$ cat config.mk
export PLATFORM = sky130hd
export DESIGN_NAME = wb_stage_ext
export DESIGN_NICKNAME = d
export VERILOG_FILES = /design/src/rtl/wb_stage_ext.sv
export SDC_FILE = /design/constraint.sdc
export NUM_CORES = 1
export LEC_CHECK = 0
export ABC_CLOCK_PERIOD_IN_PS = 3750
export CORE_MARGIN = 2
export CORE_UTILIZATION = 51
export DETAILED_ROUTE_END_ITERATION = 8
export PLACE_DENSITY = 0.86
export REMOVE_ABC_BUFFERS = 1
export SYNTH_ARGS = -nofsm -noshare
export SYNTH_HDL_FRONTEND = slang
export SYNTH_SLANG_ARGS = --single-unit
$ cat constraint.sdc
create_clock -name clk -period 3.75 [get_ports clk]
set_clock_uncertainty 0.1 [all_clocks]
set_input_delay 0.75 -clock clk [delete_from_list [all_inputs] [get_ports clk]]
set_output_delay 0.75 -clock clk [all_outputs]
set_load 0.01 [all_outputs]
$ cat src/rtl/wb_stage_ext.sv
// MEM/WB pipeline register with sub-word load extension, result select and retire counter.
// One cycle from in_* to wb_*; stall holds the stage, flush inserts a bubble.
module wb_stage_ext #(
  parameter int DW        = 32,
  parameter int AW        = 5,
  parameter int PC_OFFSET = 8,
  parameter int CNT_W     = 32
) (
  input  logic             clk,
  input  logic             reset,
  input  logic             stall,
  input  logic             flush,
  input  logic             in_valid,
  input  logic             in_we,
  input  logic [AW-1:0]    in_rd,
  input  logic [1:0]       in_wb_src,
  input  logic [2:0]       in_ld_type,
  input  logic [1:0]       in_byte_off,
  input  logic [DW-1:0]    in_pc,
  input  logic [DW-1:0]    in_alu,
  input  logic [DW-1:0]    in_dm,
  input  logic [DW-1:0]    in_md,
  output logic             wb_valid,
  output logic             wb_we,
  output logic [AW-1:0]    wb_rd,
  output logic [DW-1:0]    wb_data,
  output logic [DW-1:0]    wb_pc,
  output logic [CNT_W-1:0] retired
);

  localparam logic [DW-1:0] PC_OFF = DW'(PC_OFFSET);

  localparam logic [2:0] LD_LBU = 3'd1;
  localparam logic [2:0] LD_LB  = 3'd2;
  localparam logic [2:0] LD_LHU = 3'd3;
  localparam logic [2:0] LD_LH  = 3'd4;

  logic             valid_q, we_q;
  logic [AW-1:0]    rd_q;
  logic [1:0]       src_q;
  logic [2:0]       ld_q;
  logic [1:0]       off_q;
  logic [DW-1:0]    pc_q, alu_q, dm_q, md_q;
  logic [CNT_W-1:0] retired_q, retired_d;

  logic [7:0]       byte_v;
  logic [15:0]      half_v;
  logic [DW-1:0]    ld_v;
  logic [DW-1:0]    data_d;

  assign retired_d = retired_q + CNT_W'(1);

  always_ff @(posedge clk) begin
    if (reset) begin
      valid_q   <= 1'b0;
      we_q      <= 1'b0;
      rd_q      <= '0;
      src_q     <= '0;
      ld_q      <= '0;
      off_q     <= '0;
      pc_q      <= '0;
      alu_q     <= '0;
      dm_q      <= '0;
      md_q      <= '0;
      retired_q <= '0;
    end else if (flush) begin
      valid_q <= 1'b0;
      we_q    <= 1'b0;
    end else if (!stall) begin
      valid_q <= in_valid;
      we_q    <= in_we;
      rd_q    <= in_rd;
      src_q   <= in_wb_src;
      ld_q    <= in_ld_type;
      off_q   <= in_byte_off;
      pc_q    <= in_pc;
      alu_q   <= in_alu;
      dm_q    <= in_dm;
      md_q    <= in_md;
      if (in_valid) retired_q <= retired_d;
    end
  end

  // Halfword select uses only off[1]; odd offsets are filtered upstream.
  always_comb begin
    byte_v = dm_q[7:0];
    case (off_q)
      2'd1:    byte_v = dm_q[15:8];
      2'd2:    byte_v = dm_q[23:16];
      2'd3:    byte_v = dm_q[31:24];
      default: byte_v = dm_q[7:0];
    endcase
    half_v = off_q[1] ? dm_q[31:16] : dm_q[15:0];

    case (ld_q)
      LD_LBU:  ld_v = {{(DW-8){1'b0}}, byte_v};
      LD_LB:   ld_v = {{(DW-8){byte_v[7]}}, byte_v};
      LD_LHU:  ld_v = {{(DW-16){1'b0}}, half_v};
      LD_LH:   ld_v = {{(DW-16){half_v[15]}}, half_v};
      default: ld_v = dm_q;
    endcase

    case (src_q)
      2'd1:    data_d = ld_v;
      2'd2:    data_d = pc_q + PC_OFF;
      2'd3:    data_d = md_q;
      default: data_d = alu_q;
    endcase
  end

  assign wb_valid = valid_q;
  assign wb_we    = valid_q & we_q & (rd_q != '0);
  assign wb_rd    = rd_q;
  assign wb_data  = data_d;
  assign wb_pc    = pc_q;
  assign retired  = retired_q;

endmodule

==> results.json, run 1 <==
{
  "grt_overflow": 0,
  "hp-class": "reg -> reg",
  "syn_area_um2": 8300,
  "ys_ff": 174,
  "p_int_uw": 3260,
  "die_height_um": 132,
  "layout-drive-gt1-share_pct": 7.86,
  "yosys-top-cells-count": "nand2_1, dfxtp_1, a21oi_1",
  "fa_ha_area_share_pct": 0.302,
  "layout_top_cell": "nand2_1",
  "place.gp.congestion": 0.941,
  "clockBufferDepth": 2,
  "yosysTopAreaCellShare_pct": 42.0,
  "slew_headroom_pct": 36.7,
  "num_vias": 8740,
  "portBuffers": 248,
  "cts-root-buf": "clkbuf_16",
  "p_switching_uw": 1140,
  "path_cells": "ha_1 > and3_2 > nand4_1 > o31a_1 > o21ai_0 > nand3_1 > clkdlybuf4s50_1",
  "power_frac_comb_pct": 15.0,
  "crit_path_top_delay_cell": "clkdlybuf4s50_1",
  "h-tree-depth": 4,
  "cp-start-kind": "flip-flop",
  "hold_buffers": 0,
  "ant_nets": 0,
  "max_slew.worst_pin.slew_ns": 0.948,
  "fin_hold_ws_ns": 0.356,
  "synth_chip_area_um2": 8300,
  "min_period_over_period_pct": 99.1,
  "boundaryPins": 249,
  "leakage_uw": 0.00417,
  "grt_pass1_wl_mm": 43.4,
  "yosysUniqueCellTypes": 54,
  "first_iter_violations": 844,
  "peakVddDrop_mv": 0.343,
  "dp.cells": 1509,
  "compound_area_share_pct": 18.4,
  "edf_count": 0,
  "routedWlPerCell_um": 18.2,
  "antenna_found_initial": 0,
  "hold_viol": 0,
  "drt_first_pass_iters": 7,
  "clkSinkCount": 174,
  "total_power_uw": 4400,
  "fp-utilization_pct": 52.2,
  "grt_pass1_vias": 8278,
  "dieArea_um2": 17300,
  "antennaDiodeCount": 0,
  "topCellsByArea": "dfxtp_1, nand2_1, a21oi_1",
  "rows": 46,
  "final_cell_mix": "nand2_1, clkdlybuf4s50_1, dfxtp_1, a21oi_1, nor2_1",
  "top_area_cell": "dfxtp_1",
  "critPathBufInv": 1,
  "rsz0062_at_grt": "yes",
  "powerDensity_nw_per_um2": 375,
  "track_usage_pct": 31.2,
  "wirelength_mm": 28.0,
  "die_w_um": 132,
  "warnings": 26,
  "hpwl_mm": 20.4,
  "p_seq_share_pct": 45.4,
  "max_cap_violations": 0,
  "clkTransAtPathRegs_ns": 0.06,
  "max_stage_delay_ns": 0.53,
  "via_per_inst": 5.68,
  "cp.arrival_ns": 2.87,
  "fmax_mhz": 269,
  "ys_seq_share_pct": 42.0,
  "cp-end-kind": "primary output",
  "ys_sh_simple_pct": 26.5,
  "nets": 1461,
  "cts_inserted_buffers": 17,
  "syn_to_final_growth_pct": 41.3,
  "syn_area_per_cell_um2": 7.65,
  "fin_cells": 1539,
  "ys_top_logic_family": "simple AND/OR/NAND/NOR gates",
  "pre_cts_ws_ns": 0.203,
  "required_ns": 2.90,
  "synth_top_flop_cell": "dfxtp_1",
  "tns_ns": 0,
  "drv_slew": 0,
  "yosysCellCount": 1085,
  "drc_errors": 0,
  "yosys_warnings": 0,
  "path_delay_family": "simple AND/OR/NAND/NOR gates",
  "clkLatencyLatePin_ns": 0.43,
  "clkPwrFrac_pct": 39.6,
  "grt_max_degree": 94,
  "finalWorstPathRequiredPeriod_ns": 3.72,
  "mux_area_share_pct": 3.08,
  "synth_top_cell_by_count": "nand2_1",
  "crit_fanout": 7,
  "synthArstFlopShare_pct": 0,
  "syn_inst": 1085,
  "setup_viol": 0,
  "outcome": "finished, final reports clean",
  "cts_tree": "built",
  "xor_area_share_pct": 5.81,
  "p_sw_share_pct": 25.9,
  "worstSetupPathType": "reg -> out",
  "setup_ws_ns": 0.0325
}
run 1: path summary, 6_finish.rpt:
path | start | slack, ns | end | cells past startpoint
worst max register to register | retired[14] | 1.54 | retired[31] | 5
worst min-delay path | alu_q[3] | 0.36 | alu_q[3] | 2
worst min register to register | alu_q[3] | 0.36 | alu_q[3] | 2
worst max-delay path | wb_pc[4] | 0.03 | wb_data[23] | 7
run 1: what timing repair did:
action	in CTS	in global routing
setup endpoints to repair	7	23
setup buffers	0	1
pin swaps	1	2
gates resized	7	14
run 1: metrics by stage:
stage	util, %	cell area [um^2]
6_report	73.8	11700
3_3_place_gp	69.7	11100
3_5_place_dp	69.7	11100
4_1_cts	73.5	11700
2_1_floorplan	-	7980
5_1_grt	73.8	11700
run 1: sequential cells by signal (all words and copies together), names as in the netlist:
register,count
wb_rd,5
md_q,32
wb_valid,1
off_q,2
we_q,1
dm_q,32
alu_q,32
retired,32
src_q,2
wb_pc,32
ld_q,3
run 1: power by group through the flow:
stage / Sequential [uW] / Combinational [uW] / Clock (uW)
after floorplan: 2020 / 251 / 0
final: 2000 / 661 / 1740
after detailed placement: 2030 / 650 / 0
after CTS: 1990 / 655 / 1740
after global routing: 2000 / 710 / 1820
after global placement: 2030 / 643 / 0
run 1: layout make-up:
type	count	area, um^2
multi-input combinational	829	4560
fill	1267	4160
tap	216	270
timing repair buffer	287	2830
inverter	4	15.0
clock inverter	9	111
sequential	174	3490
clock buffer	20	447
run 1: layer usage:
layer,share of wire (%),GRT usage (%)
met5,0,0
met4,3.3,12.1
met3,9.6,9.76
met2,47,51.2
met1,40,38.2
run 1: tightest hold or removal path, stage by stage (launching register included):
cell	delay, ns
dfxtp_1	0.31
nand2_1	0.05
a21oi_1	0.05
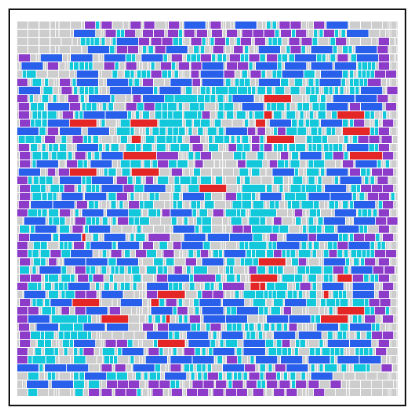
**Above:** run 1 (cells colored by class).
(3 px per um) Fill, decap, tap and diode cells in gray.
- red: clock drivers and dummy loads (cells 29)
- blue: flip-flops (cells 174)
- cyan: all other logic (cells 833)
- purple: other buffers and delay cells (cells 287)
Seq/total area: 29.8%
design area: 11700 um^2
Final Util: 73.8%
core box area: 15900 um^2

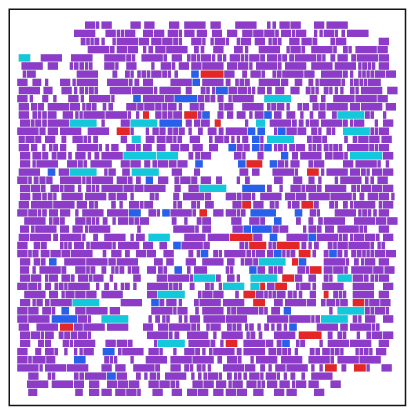
**Above:** run 1 (sizing map).
(3 px per um)
- blue: drive 3 to 4 (cells 48; most used buf_4)
- purple: drive 1 or less (cells 1219; most used nand2_1)
- red: drive 2 (cells 28; most used mux2_2)
- cyan: drive 6 and up (cells 28; most used clkbuf_16)

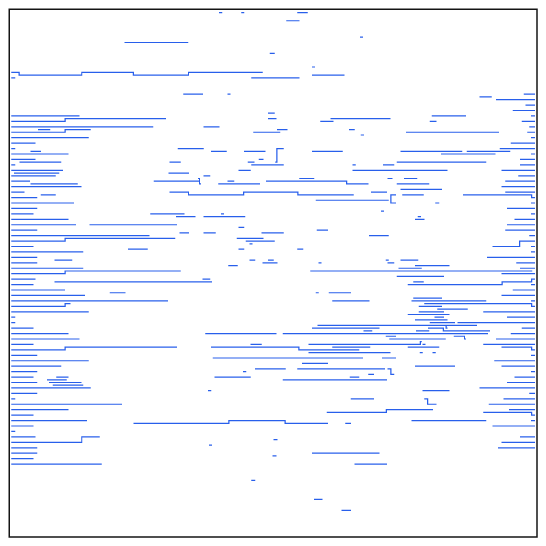
**Above:** run 1 (the metal 3 layer).
(4 px per um)
- longest straight run: 55.2 um
- share of all routed wire: 9.7%
- main direction: horizontal
- nets with wire on the layer: 234
- wire length on this layer: 2700 um

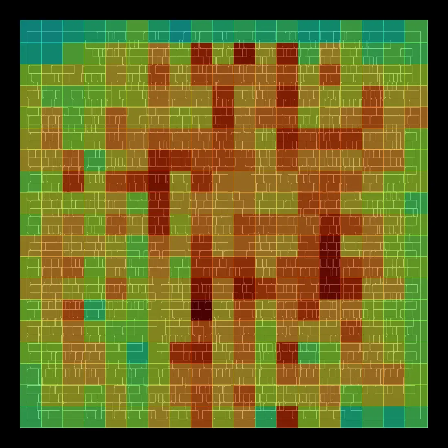
**Above:** run 1 (routing congestion).
routing usage on met1: 38.2%
global route hottest layer: met2
GRT met2 Usage: 51.2%

## Run 2: what changed since run 1
Settings changed: PLACE_DENSITY 0.86 to 0.91.
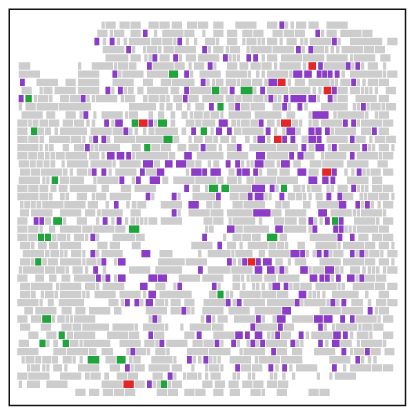
**Above:** run 2 (logic cells by family).
(3 px per um)
- red: AND-OR and OR-AND gates (cells 9)
- green: AND and OR gates (cells 30)
- purple: inverting AOI/OAI gates (cells 249)

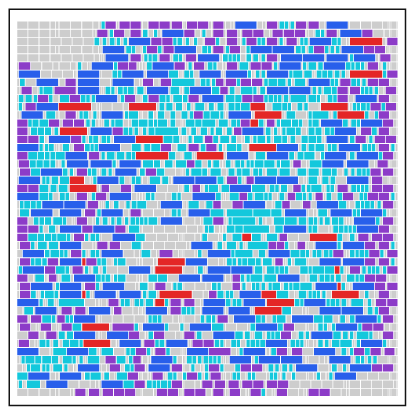
**Above:** run 2 (cells colored by class).
(3 px per um) Fill, decap, tap and diode cells in gray.
- cyan: all other logic (cells 833)
- purple: other buffers and delay cells (cells 281)
- blue: flip-flops (cells 174)
- red: clock drivers and dummy loads (cells 32)
Final Util: 74.3%
row cnt: 46
Seq/total area: 29.6%
design area: 11800 um^2

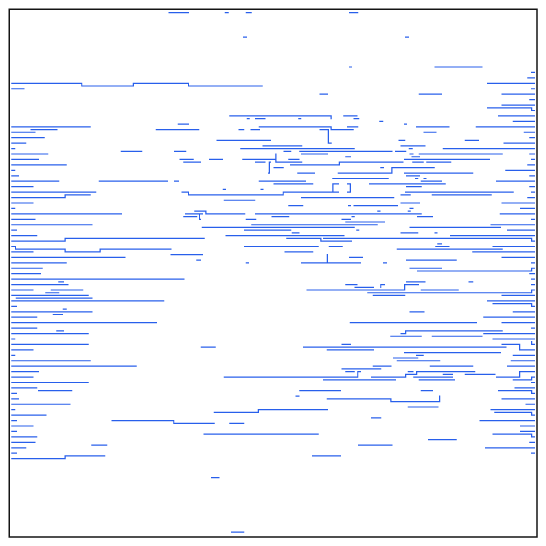
**Above:** run 2 (the metal 3 layer).
(4 px per um)
- wire length on this layer: 2960 um
- main direction: horizontal
routed via count: 8854
met3 track demand over resource: 9.76%
Post-Route WL: 28.7 mm

==> run 2 against run 1 <==
- register-to-register slack better by 0.03 ns
- clock-buffer cell count rose by 3
- combinational power is 2% higher
- sequential share of layout area down 0.16 points
- wire length grew 2.3%
- first-iteration DRC count grew 4.1%
- core utilization is 0.49 points higher
- critical path depth decreased by 1
- clock power rose by 14%
- design area up 0.66%
- critical path type unchanged
- largest cell class unchanged
- highest routed layer unchanged
==> results.json, run 2 <==
{
  "place_area_um2": 11000,
  "cp-start-kind": "flip-flop",
  "p_sw_share_pct": 24.6,
  "boundaryPins": 249,
  "track_usage_pct": 31.7,
  "p_switching_uw": 1150,
  "synth_chip_area_um2": 8300,
  "yosys-top-cells-count": "nand2_1, dfxtp_1, a21oi_1",
  "topCellsByArea": "dfxtp_1, nand2_1, a21oi_1",
  "crit_fanout": 9,
  "synth_top_cell_by_count": "nand2_1",
  "rr_startpoint": "retired[8]",
  "wl_met1_mm": 11.2,
  "power_frac_comb_pct": 14.5,
  "p_int_uw": 3510,
  "use_met2_pct": 54.0,
  "max_cap_violations": 0,
  "logic_area_um2": 4590,
  "top_layer": "met4",
  "syn_inst": 1085,
  "cp-end-kind": "primary output",
  "sh_comb_area_pct": 38.9,
  "warnings": 28,
  "fp-utilization_pct": 52.2,
  "ant_nets": 0,
  "drt_first_pass_iters": 7,
  "synthArstFlopShare_pct": 0,
  "hp-class": "reg -> reg",
  "dieArea_um2": 17300,
  "r2r_end": "retired[23]",
  "first_iter_violations": 879,
  "die_height_um": 132,
  "nets": 1455,
  "whs_path_depth": 2,
  "yosysUniqueCellTypes": 54,
  "layout-drive-gt1-share_pct": 8.11,
  "die_w_um": 132,
  "top_usage_layer": "met2",
  "n_all_inverters": 4,
  "edf_count": 0,
  "power_leader": "registers",
  "logic_gates": 829,
  "wl_met2_mm": 13.7,
  "synth_top_flop_cell": "dfxtp_1",
  "worstSetupPathType": "reg -> out",
  "cts_tree": "built",
  "pg_clk_uw": 1990,
  "use_met1_pct": 37.7,
  "buffers": 281,
  "ys_ff": 174,
  "place.gp.congestion": 0.989,
  "drv_slew": 0,
  "cp.arrival_ns": 2.81,
  "cts_inserted_buffers": 17,
  "clkTransAtPathRegs_ns": 0.07,
  "final-nonclk-buf-share_pct": 23.5,
  "dr_wl_met3_mm": 2.96,
  "rsz0062_at_grt": "yes",
  "clock_area_share_pct": 5.58,
  "h-tree-depth": 4,
  "yosysTopAreaCellShare_pct": 42.0,
  "seq_power_uw": 1990,
  "hpwl_mm": 20.3,
  "min_from": "md_q[23]",
  "slew_headroom_pct": 39.3,
  "clockBufferDepth": 2,
  "clkSinkCount": 174,
  "syn_to_final_growth_pct": 42.2,
  "fmax_mhz": 274,
  "max_slew.worst_pin.slew_ns": 0.908,
  "r2r_setup_slack_ns": 1.57,
  "clkPwrFrac_pct": 42.7,
  "tns_ns": 0,
  "min_to": "md_q[23]",
  "clkLatencyLatePin_ns": 0.43,
  "antennaDiodeCount": 0,
  "grt_overflow": 0,
  "via_per_inst": 5.76,
  "nClkBuffers": 23,
  "setup_viol": 0,
  "required_ns": 2.90,
  "syn_area_per_cell_um2": 7.65,
  "antenna_found_initial": 0,
  "grt_pass1_wl_mm": 44.0,
  "cts-root-buf": "clkbuf_16",
  "p_seq_share_pct": 42.8,
  "final_cell_mix": "nand2_1, clkdlybuf4s50_1, dfxtp_1, a21oi_1, nor2_1",
  "seq_area_um2": 3490,
  "hold_viol": 0,
  "grt_max_degree": 107,
  "routedWlPerCell_um": 18.7,
  "outcome": "finished, final reports clean",
  "ys_seq_share_pct": 42.0,
  "portBuffers": 248,
  "grt_pass1_vias": 8343,
  "rr_worst_depth": 5,
  "powerDensity_nw_per_um2": 394,
  "finalWorstPathRequiredPeriod_ns": 3.66,
  "dominant_cells": "combinational gates",
  "tapCellCount": 216,
  "layout_top_cell": "nand2_1",
  "fillers": 1210,
  "flops": 174,
  "fp.coreArea_um2": 15900,
  "peakVddDrop_mv": 0.341,
  "comb_power_uw": 672,
  "leakage_uw": 0.00420,
  "top_area_cell": "dfxtp_1",
  "drc_errors": 0,
  "syn_area_um2": 8300,
  "yosys_warnings": 0,
  "yosysCellCount": 1085,
  "min_period_over_period_pct": 97.5
}
run 2: per-stage QoR:
| step | std cells | worst slack (ns) | total power (uW) | hold slack [ns] |
|---|---|---|---|---|
| finish | 1536 | 0.0937 | 4650 | 0.354 |
| global route | 1536 | -0.0281 | 4790 | 0.373 |
| CTS | 1534 | 0.00590 | 4650 | 0.356 |
| detailed placement | 1502 | 0.254 | 2680 | 0.347 |
| global placement | 1502 | 0.240 | 2660 | 0.340 |
| floorplan | 1007 | -1.70 | 2270 | 0.327 |
run 2: what timing repair did:
item / 4_1_cts / 5_1_grt
resized: 9 / 22
buffers inserted: 0 / 2
endpoints found under the hold margin: 0 / 0
hold buffers: 0 / 0
pin swaps: 4 / 2
setup endpoints to repair: 19 / 23
run 2: kinds of logic (layout without fill, tap and decap cells):
kind of cell	count (synthesis)	in the layout	synth area share, %
compound gates	258	258	18.4
buf+inv	82	317	4.00
mux	24	24	3.08
fa+ha+maj	2	2	0.302
simple gates	490	490	26.5
xor+xnor	55	55	5.81
flops	174	174	42.0
run 2: worst max-delay path, cell delays in order (launching register included):
cell	delay (ns)
dfxtp_2	0.47
and4b_1	0.31
nor4_4	0.30
buf_4	0.20
o221ai_1	0.17
a221oi_2	0.35
clkdlybuf4s50_1	0.59
run 2: worst max-delay path by stage:
stage | start | end | slack [ns] | cells after the start
after detailed placement | ld_q[2] | wb_data[23] | 0.25 | 5
after floorplan | flush | alu_q[0] | -1.70 | 3
after global placement | ld_q[2] | wb_data[23] | 0.24 | 5
after CTS | off_q[0] | wb_data[29] | 0.006 | 6
final | ld_q[2] | wb_data[13] | 0.09 | 6
after global routing | off_q[1] | wb_data[16] | -0.03 | 7
## Run 3: what changed since run 2
Settings changed: CORE_MARGIN 2 to 10.
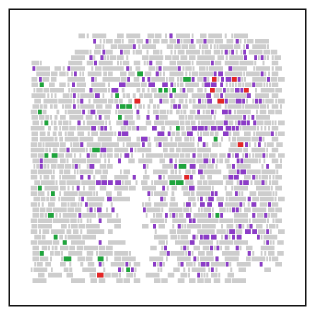
**Above:** run 3 (logic cells by family).
(2 px per um)
- green: AND and OR gates (cells 30)
- red: AND-OR and OR-AND gates (cells 9)
- purple: inverting AOI/OAI gates (cells 249)
Post-Layout Cell Count: 1539
Top cell excl fill/tap: nand2_1
logic share of the area: 38.9%

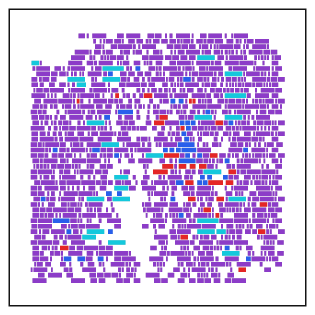
**Above:** run 3 (sizing map).
(2 px per um)
- cyan: drive 6 and up (cells 26; most used clkbuf_16)
- red: drive 2 (cells 29; most used mux2_2)
- purple: drive 1 or less (cells 1221; most used nand2_1)
- blue: drive 3 to 4 (cells 47; most used buf_4)

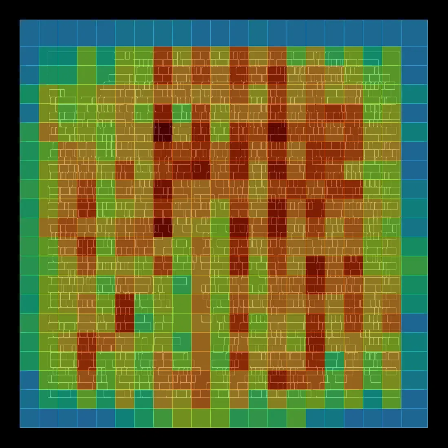
**Above:** run 3 (routing congestion).
WL per Instance: 20.0 um
routing usage on met1: 33.0%
Overall Global Routing Usage: 27.2%
GRT met2 Usage: 44.8%
Final Util: 73.6%

==> run 3 against run 2 <==
- final cell count rose by 0.20%
- register-to-register slack improved by 0.02 ns
- sequential share of layout area rose by 0.12 points
- sequential power barely moved
- wire length rose by 7.2%
- power fell by 3.4%
- area after synthesis did not move
- clock-buffer cell count fell by 1
- via count rose by 1.3%
- combinational power barely moved
- critical path depth rose by 1
- global-route usage fell by 4.4 points
- critical path type unchanged
==> results.json, run 3 <==
{
  "outcome": "finished, final reports clean",
  "ys_ff": 174,
  "grt_max_degree": 141,
  "seq_power_uw": 1990,
  "synth_top_cell_by_count": "nand2_1",
  "whs_path_depth": 2,
  "rr_startpoint": "retired[8]",
  "layout-drive-gt1-share_pct": 7.71,
  "max_slew.worst_pin.slew_ns": 0.895,
  "place.gp.congestion": 0.952,
  "top_area_cell": "dfxtp_1",
  "grt_overflow": 0,
  "syn_area_per_cell_um2": 7.65,
  "yosysCellCount": 1085,
  "top_layer": "met4",
  "h-tree-depth": 4,
  "power_leader": "registers",
  "syn_to_final_growth_pct": 41.4,
  "hold_viol": 0,
  "peakVddDrop_mv": 0.339,
  "fa_ha_area_share_pct": 0.302,
  "min_to": "alu_q[21]",
  "p_sw_share_pct": 25.5,
  "drt_first_pass_iters": 7,
  "p_int_uw": 3350,
  "yosysUniqueCellTypes": 54,
  "synth_top_flop_cell": "dfxtp_1",
  "die_height_um": 148,
  "syn_area_um2": 8300,
  "leakage_uw": 0.00420,
  "hold_buffers": 0,
  "grt_pass1_wl_mm": 47.8,
  "cts-root-buf": "clkbuf_16",
  "p_seq_share_pct": 44.3,
  "cp-end-kind": "primary output",
  "warnings": 31,
  "crit_fanout": 6,
  "num_vias": 8967,
  "final_cell_mix": "nand2_1, clkdlybuf4s50_1, dfxtp_1, a21oi_1, nor2_1",
  "p_switching_uw": 1140,
  "dr_wl_met3_mm": 3.27,
  "hp-class": "reg -> reg",
  "via_per_inst": 5.83,
  "cp-startpoint": "off_q[1]",
  "yosysTopAreaCellShare_pct": 42.0,
  "first_iter_violations": 1019,
  "syn_inst": 1085,
  "power_frac_comb_pct": 15.0,
  "clkTransAtPathRegs_ns": 0.07,
  "stdcell_area_um2": 11700,
  "hpwl_mm": 22.2,
  "finalWorstPathRequiredPeriod_ns": 3.70,
  "pg_clk_uw": 1830,
  "fp.coreArea_um2": 15900,
  "clkPwrFrac_pct": 40.7,
  "nets": 1458,
  "total_power_uw": 4490,
  "boundaryPins": 249,
  "rr_worst_depth": 5,
  "slew_headroom_pct": 40.2,
  "r2r_setup_slack_ns": 1.59,
  "drv_slew": 0,
  "cts_inserted_buffers": 17,
  "fp-utilization_pct": 52.0,
  "cts_tree": "built",
  "rows": 46,
  "wl_met1_mm": 12.0,
  "yosys-top-cells-count": "nand2_1, dfxtp_1, a21oi_1",
  "ys_sh_simple_pct": 26.5,
  "fmax_mhz": 270,
  "min_from": "alu_q[21]",
  "xor_area_share_pct": 5.81,
  "comb_power_uw": 673,
  "clkLatencyLatePin_ns": 0.43,
  "clkSinkCount": 174,
  "compound_area_share_pct": 18.4,
  "worstSetupPathType": "reg -> out",
  "edf_count": 0,
  "required_ns": 2.90,
  "drc_errors": 0,
  "synthArstFlopShare_pct": 0,
  "antennaDiodeCount": 0,
  "mux_area_share_pct": 3.08,
  "grt_pass1_vias": 8552,
  "place_area_um2": 11000,
  "r2r_end": "retired[23]",
  "topCellsByArea": "dfxtp_1, nand2_1, a21oi_1",
  "ys_top_logic_family": "simple AND/OR/NAND/NOR gates",
  "rsz0062_at_grt": "yes",
  "dieArea_um2": 21800,
  "powerDensity_nw_per_um2": 383,
  "wl_met2_mm": 14.6,
  "cp-start-kind": "flip-flop",
  "antenna_found_initial": 0,
  "wirelength_mm": 30.7,
  "portBuffers": 248,
  "die_w_um": 148,
  "clockBufferDepth": 2,
  "max_cap_violations": 0,
  "setup_viol": 0,
  "synth_chip_area_um2": 8300,
  "cp.arrival_ns": 2.85,
  "ant_nets": 0,
  "yosys_warnings": 0,
  "min_period_over_period_pct": 98.8,
  "ys_seq_share_pct": 42.0
}
## run 3: critical path, stage by stage (launching register included)
cell and delay, ns:
dfxtp_1 0.50, mux2i_1 0.16, a21oi_1 0.27, nor4b_4 0.46, buf_4 0.20, o21ai_0 0.09, o211ai_1 0.12, clkdlybuf4s50_1 0.61
## run 3: final cells by class
| cell class | count | area (um^2) |
|---|---|---|
| inverter | 4 | 15.0 |
| clock buffer | 22 | 464 |
| sequential | 174 | 3490 |
| timing repair buffer | 283 | 2790 |
| clock inverter | 10 | 138 |
| multi-input combinational | 830 | 4570 |
| tap | 216 | 270 |
| fill | 1216 | 4210 |
## run 3: per-layer routing
metal	up-vias	GRT usage [%]
li1	4197	-
met1	4225	33.0
met2	485	44.8
met3	60	8.58
met4	0	9.37
met5	-	0
## run 3: how the worst max path moves through the flow
stage,endpoint,slack (ns),cells after the start
3_5_place_dp,wb_data[19],0.17,6
3_3_place_gp,wb_data[30],0.24,6
5_1_grt,wb_data[18],-0.08,7
2_1_floorplan,alu_q[0],-1.70,3
6_report,wb_data[19],0.05,7
4_1_cts,wb_data[19],-0.02,6
## run 3: stage by stage
stage / hold WS [ns] / TNS (ns) / setup slack [ns] / cells
after floorplan: 0.327 / -238.68 / -1.70 / 1007
after global placement: 0.339 / 0 / 0.236 / 1504
after detailed placement: 0.344 / 0 / 0.169 / 1504
after CTS: 0.356 / -0.0247 / -0.0247 / 1536
after global routing: 0.372 / -0.434 / -0.0833 / 1539
final: 0.355 / 0 / 0.0457 / 1539
## run 3: timing repair
| item | 4_1_cts | 5_1_grt |
|---|---|---|
| endpoints found under the setup margin | 23 | 21 |
| buffers inserted | 0 | 2 |
| resized | 10 | 12 |
| pin swaps | 1 | 1 |
| cloned | 0 | 1 |
Power is estimated from default activity; no workload was simulated.
